$ cat src/rtl/output_channel_credit_scheduler_if.sv
// Bundle of the issue/squash/dequeue inputs and the credit status outputs
// exchanged between the trigger stage and the output channel credit scheduler.
`ifndef TIA_NUM_OUTPUT_CHANNELS
`define TIA_NUM_OUTPUT_CHANNELS 8
`endif

interface output_channel_credit_scheduler_if #(
  parameter int NUM_CHANNELS = `TIA_NUM_OUTPUT_CHANNELS,
  parameter int CREDIT_WIDTH = 3
);
  logic                                 issue_valid;
  logic [NUM_CHANNELS-1:0]              issue_oci;
  logic                                 squash_valid;
  logic [NUM_CHANNELS-1:0]              squash_oci;
  logic [NUM_CHANNELS-1:0]              dequeue;
  logic [NUM_CHANNELS-1:0]              channel_available;
  logic [NUM_CHANNELS*CREDIT_WIDTH-1:0] credit_count;
  logic                                 all_idle;
  logic                                 underflow_error;
  logic                                 overflow_error;

  // Trigger stage / consumer side: drives events, observes credit status.
  modport master (
    output issue_valid,
    output issue_oci,
    output squash_valid,
    output squash_oci,
    output dequeue,
    input  channel_available,
    input  credit_count,
    input  all_idle,
    input  underflow_error,
    input  overflow_error
  );

  // Scheduler side: consumes events, publishes credit status.
  modport slave (
    input  issue_valid,
    input  issue_oci,
    input  squash_valid,
    input  squash_oci,
    input  dequeue,
    output channel_available,
    output credit_count,
    output all_idle,
    output underflow_error,
    output overflow_error
  );
endinterface

$ cat src/rtl/output_channel_credit_scheduler.sv
// Per-channel credit counters for the output channels. A credit is taken when
// an instruction writing the channel issues and returned on consumer dequeue
// or instruction squash. Availability and status are decoded from the
// registered counters only, so there is no input-to-output combinational path.
`ifndef TIA_NUM_OUTPUT_CHANNELS
`define TIA_NUM_OUTPUT_CHANNELS 8
`endif

module output_channel_credit_scheduler #(
  parameter int NUM_CHANNELS = `TIA_NUM_OUTPUT_CHANNELS,
  parameter int DEPTH        = 4,
  parameter int CREDIT_WIDTH = $clog2(DEPTH + 1)
) (
  input logic                              clock,
  input logic                              reset,
  output_channel_credit_scheduler_if.slave bus
);

  // Signed width wide enough for credit + 2 returns - 1 take without wrap.
  localparam int SUM_W = CREDIT_WIDTH + 2;
  localparam logic [CREDIT_WIDTH-1:0]        FULL  = CREDIT_WIDTH'(DEPTH);
  localparam logic signed [SUM_W-1:0]        LIMIT = SUM_W'(DEPTH);

  typedef struct packed {
    logic [CREDIT_WIDTH-1:0] credit;
    logic                    under;
    logic                    over;
  } upd_t;

  // Applies one cycle of take/give to a single counter. An issue against an
  // empty channel with nothing coming back consumes nothing and is flagged;
  // a return that would exceed the buffer depth clamps at DEPTH and is flagged.
  function automatic upd_t update_credit(
    input logic [CREDIT_WIDTH-1:0] cur,
    input logic                    take,
    input logic [1:0]              give
  );
    logic signed [SUM_W-1:0] nxt;
    upd_t                    r;
    nxt = $signed({2'b00, cur})
        + $signed({{CREDIT_WIDTH{1'b0}}, give})
        - $signed({{(CREDIT_WIDTH+1){1'b0}}, take});
    r.credit = cur;
    r.under  = 1'b0;
    r.over   = 1'b0;
    if (take && (cur == '0) && (give == 2'd0)) begin
      r.under = 1'b1;
    end else if (nxt > LIMIT) begin
      r.credit = FULL;
      r.over   = 1'b1;
    end else begin
      r.credit = nxt[CREDIT_WIDTH-1:0];
    end
    return r;
  endfunction

  logic [CREDIT_WIDTH-1:0] credit      [NUM_CHANNELS];
  logic [CREDIT_WIDTH-1:0] credit_next [NUM_CHANNELS];
  logic                    any_under;
  logic                    any_over;
  logic                    underflow_q;
  logic                    overflow_q;

  // Next-state for every channel; channels never interact except through
  // the shared sticky error flags.
  always_comb begin
    any_under = 1'b0;
    any_over  = 1'b0;
    for (int i = 0; i < NUM_CHANNELS; i++) begin
      logic       take;
      logic [1:0] give;
      upd_t       upd;
      take = bus.issue_valid & bus.issue_oci[i];
      give = {1'b0, bus.dequeue[i]} + {1'b0, bus.squash_valid & bus.squash_oci[i]};
      upd  = update_credit(credit[i], take, give);
      credit_next[i] = upd.credit;
      any_under      = any_under | upd.under;
      any_over       = any_over  | upd.over;
    end
  end

  // Credit and error state; reset restores full credit and discards any
  // in-flight reservations regardless of concurrent traffic.
  always_ff @(posedge clock) begin
    if (!reset) begin
      for (int i = 0; i < NUM_CHANNELS; i++) begin
        credit[i] <= FULL;
      end
      underflow_q <= 1'b0;
      overflow_q  <= 1'b0;
    end else begin
      for (int i = 0; i < NUM_CHANNELS; i++) begin
        credit[i] <= credit_next[i];
      end
      underflow_q <= underflow_q | any_under;
      overflow_q  <= overflow_q  | any_over;
    end
  end

  logic [NUM_CHANNELS-1:0]              avail;
  logic [NUM_CHANNELS*CREDIT_WIDTH-1:0] packed_count;
  logic                                 idle;

  // Status decode from registered counters only.
  always_comb begin
    avail        = '0;
    packed_count = '0;
    idle         = 1'b1;
    for (int i = 0; i < NUM_CHANNELS; i++) begin
      avail[i] = (credit[i] != '0);
      packed_count[i*CREDIT_WIDTH +: CREDIT_WIDTH] = credit[i];
      if (credit[i] != FULL) idle = 1'b0;
    end
  end

  assign bus.channel_available = avail;
  assign bus.credit_count      = packed_count;
  assign bus.all_idle          = idle;
  assign bus.underflow_error   = underflow_q;
  assign bus.overflow_error    = overflow_q;

endmodule

$ cat src/flat_wrapper.sv
// flat-port wrapper written by rule: the top's interface ports become plain ports
module output_channel_credit_scheduler_flat 
#(
  parameter int NUM_CHANNELS = `TIA_NUM_OUTPUT_CHANNELS,
  parameter int DEPTH        = 4,
  parameter int CREDIT_WIDTH = $clog2(DEPTH + 1)
)
  (clock, reset, bus_issue_valid, bus_issue_oci, bus_squash_valid, bus_squash_oci, bus_dequeue, bus_channel_available, bus_credit_count, bus_all_idle, bus_underflow_error, bus_overflow_error);
  output_channel_credit_scheduler_if #(.NUM_CHANNELS(NUM_CHANNELS), .CREDIT_WIDTH(CREDIT_WIDTH)) bus_i ();
  input logic clock;
  input logic reset;
  input wire logic [$bits(bus_i.issue_valid)-1:0] bus_issue_valid;
  input wire logic [$bits(bus_i.issue_oci)-1:0] bus_issue_oci;
  input wire logic [$bits(bus_i.squash_valid)-1:0] bus_squash_valid;
  input wire logic [$bits(bus_i.squash_oci)-1:0] bus_squash_oci;
  input wire logic [$bits(bus_i.dequeue)-1:0] bus_dequeue;
  output wire logic [$bits(bus_i.channel_available)-1:0] bus_channel_available;
  output wire logic [$bits(bus_i.credit_count)-1:0] bus_credit_count;
  output wire logic [$bits(bus_i.all_idle)-1:0] bus_all_idle;
  output wire logic [$bits(bus_i.underflow_error)-1:0] bus_underflow_error;
  output wire logic [$bits(bus_i.overflow_error)-1:0] bus_overflow_error;
  assign bus_i.issue_valid = bus_issue_valid;
  assign bus_i.issue_oci = bus_issue_oci;
  assign bus_i.squash_valid = bus_squash_valid;
  assign bus_i.squash_oci = bus_squash_oci;
  assign bus_i.dequeue = bus_dequeue;
  assign bus_channel_available = bus_i.channel_available;
  assign bus_credit_count = bus_i.credit_count;
  assign bus_all_idle = bus_i.all_idle;
  assign bus_underflow_error = bus_i.underflow_error;
  assign bus_overflow_error = bus_i.overflow_error;
  output_channel_credit_scheduler #(.NUM_CHANNELS(NUM_CHANNELS), .DEPTH(DEPTH), .CREDIT_WIDTH(CREDIT_WIDTH)) u_core (.clock(clock), .reset(reset), .bus(bus_i));
endmodule
$ cat config.mk
export PLATFORM = sky130hd
export DESIGN_NAME = output_channel_credit_scheduler_flat
export DESIGN_NICKNAME = d
export VERILOG_FILES = /design/src/rtl/output_channel_credit_scheduler_if.sv /design/src/rtl/output_channel_credit_scheduler.sv /design/src/flat_wrapper.sv
export SDC_FILE = /design/constraint.sdc
export NUM_CORES = 1
export LEC_CHECK = 0
export ABC_AREA = 1
export CORE_MARGIN = 1.5
export CORE_UTILIZATION = 53
export DETAILED_ROUTE_END_ITERATION = 6
export GPL_ROUTABILITY_DRIVEN = 0
export GPL_TIMING_DRIVEN = 0
export PLACE_DENSITY_LB_ADDON = 0.2
export RECOVER_POWER = 25
export SETUP_SLACK_MARGIN = 0.5
export SLEW_MARGIN = 20
export SYNTH_ARGS = -nofsm -noshare
export SYNTH_HDL_FRONTEND = slang
export SYNTH_SLANG_ARGS = --single-unit
$ cat constraint.sdc
create_clock -name clock -period 4.1 [get_ports clock]
set_input_delay 1.025 -clock clock [delete_from_list [all_inputs] [get_ports clock]]
set_output_delay 1.025 -clock clock [all_outputs]
set_load 0.1 [all_outputs]
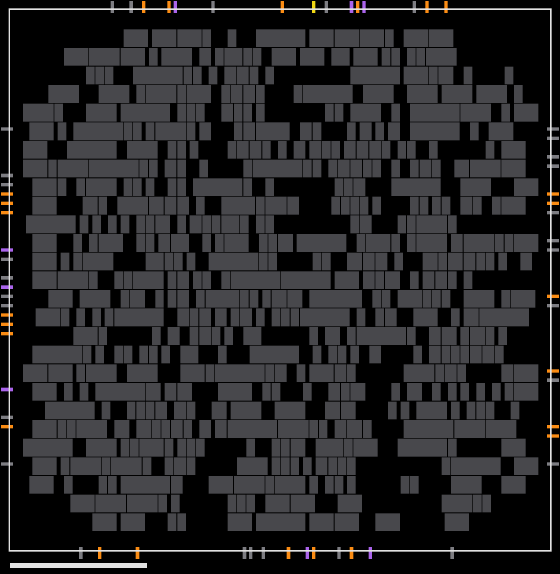
Figure 1: pin map.
Scale bar: 20 um. Pins as bars across the die edge, other pins in grey.
port	colour	pins	direction	edge
`bus_overflow_error`	yellow	1	output	north
`bus_issue_oci`	purple	8	input	3 west, 3 north, 2 south
`bus_credit_count`	orange	24	output	7 west, 6 east, 6 north, 5 south
chip height: 78.9 um
die width: 78.9 um
input/output buffers: 59

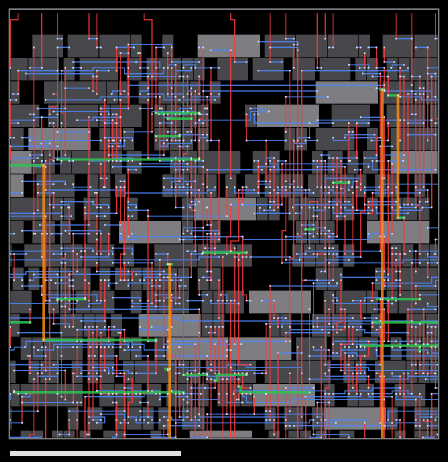
Figure 2: zoomed window.
Scale bar: 20 um. Region (14, 29) to (64, 79) um. Cells in grey, sequential cells in the stronger grey; small squares are vias.
layer	colour
met3	green
met1	blue
met2	red
met4	orange
most frequent	nand2_1 (86), inv_1 (35), nand3_1 (35)
sequential cells in the window	14
cells with their middle in the window	269
netlist names of flops here include	`u_core.credit` (12)

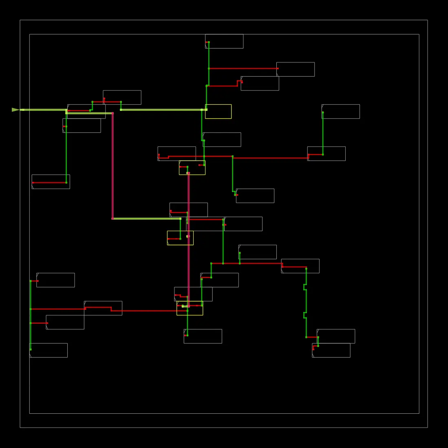
Figure 3: clock wiring as the flow saved it.
clock buf count: 4
TritonCTS Sinks: 26
Clk. pwr: 173 uW

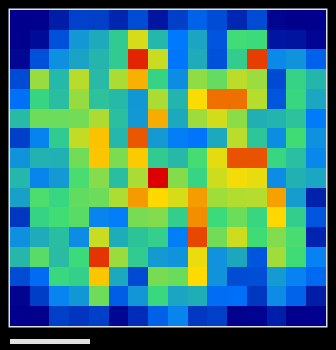
Figure 4: signal metal coverage by tile.
Scale bar: 20 um. The die is cut into 16 by 16 equal tiles; dark blue is low, red is high, scaled to the fullest tile. Values are wire area over tile area, all layers added.
mean over tiles	0.18
densest ninth of the die	centre
nearly empty tiles	6.2%
DRT Wirelength: 7160 um
Tot GR Track Use: 24.0%
Vias: 3152
WL/cell: 11.5 um

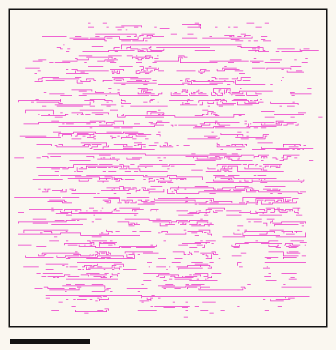
Figure 5: metal 1.
Scale bar: 20 um.
main direction	horizontal
share of all routed wire	45%
nets with wire on the layer	576
wire length on this layer	3190 um
met1 Usage GRT: 29.2%

==> flow_summary.toml <==
# physical design summary
[synth]
synth-compound-area-share_pct = 2.25
synthTopCellsByArea = "ha_1, nand2_1, dfxtp_1"
netlist.area_leader.share_pct = 19.7
ys_sh_simple_pct = 43.5
mappedNetlistArea_mm2 = 0.00306
edf_count = 0
synth.avg_cell_area_um2 = 6.26
synth.distinct_cells = 26
postSynthSeqShare_pct = 17.0
synthesis.nets = 572
syn_inst = 488
async_flop_share_pct = 0
ys_sh_mux_pct = 0
largest_area_cell = "ha_1"
top_logic_kind = "simple AND/OR/NAND/NOR gates"
ys_sh_adder_pct = 24.9

[hold_path]
hold_depth = 2

[setup_path]
critical_path_class = "in -> reg"
rr_endpoint = "u_core.bus.overflow_error"
reg2regPathDepth = 12
timing.rr.start = "u_core.credit[1][0]"
critPathSlowestCell = "dlygate4sd3_1"
cp_max_fo = 2
crit_end = "u_core.bus.overflow_error"
crit_family = "adder cells"
cp_data_required_time_ps = 4280

[drt]
drc_errors = 0
via_per_inst = 5.06
firstDrtPassIters = 4
wl_met1_um = 3190
routed.top_layer = "met4"
wl_met2_um = 3540
met3_length_um = 307

[timing]
skew_ps = 5.53
max_freq_mhz = 288
hold_violations = 0
worst_slew_margin_rel_pct = 34.1
timing.hold.ws_ps = 624
fin_crit_sh_pct = 84.7
setup_viol = 0
fin_ws_ps = 625

[floorplan]
fp-utilization_pct = 55.1
io_pins = 63
core_area_mm2 = 0.00554
taps = 72
fp-row-count = 27

[finish]
inverters = 94
final_nets = 636
nFillCells = 486
layout_top_cells = "nand2_1, inv_1, nand3_1"
seq_cell_count = 26
bufAreaShareNonClock_pct = 16.2
drive_gt1_share_pct = 7.08
synthToLayoutAreaGrowth_pct = 24.7
seq_share_pct = 13.7
nonClockBufferCount = 64
nMultiInputCombCells = 363
comb_area_mm2 = 0.00217
final_core_util_pct = 68.8
clk_share_pct = 1.44
instances_no_fill = 623
fin_area_mm2 = 0.00381

[power]
sequentialPower_uw = 413
switchingPower_mw = 1.54
finalPower_mw = 2.48
p_per_area_mw_per_mm2 = 652
power_leakage_nw = 2.17
combPwrFrac_pct = 76.4
power_leader = "combinational logic"
pwr.group.combinational_mw = 1.90
p_int_uw = 942

[clock_network]
clock-root-buffer = "clkbuf_8"
path_clk_slew_ps = 100
ctsHoldBuffers = 0
cts_resized = 0

[global_route]
grtUsageMet3_pct = 1.84
use_met2_pct = 45.2
grt_max_degree = 15
grt.busiest_layer = "met2"
grt_pass1_wl_um = 12200
grt_pass1_vias = 2984

[place]
placed_cells = 619
dpl_cell_area_mm2 = 0.00375
hpwl_um = 6180

[flow_run]
warning_count = 35

[run_status]
outcome = "completed"
No activity file was given, so power comes from the tool's default toggle rates.
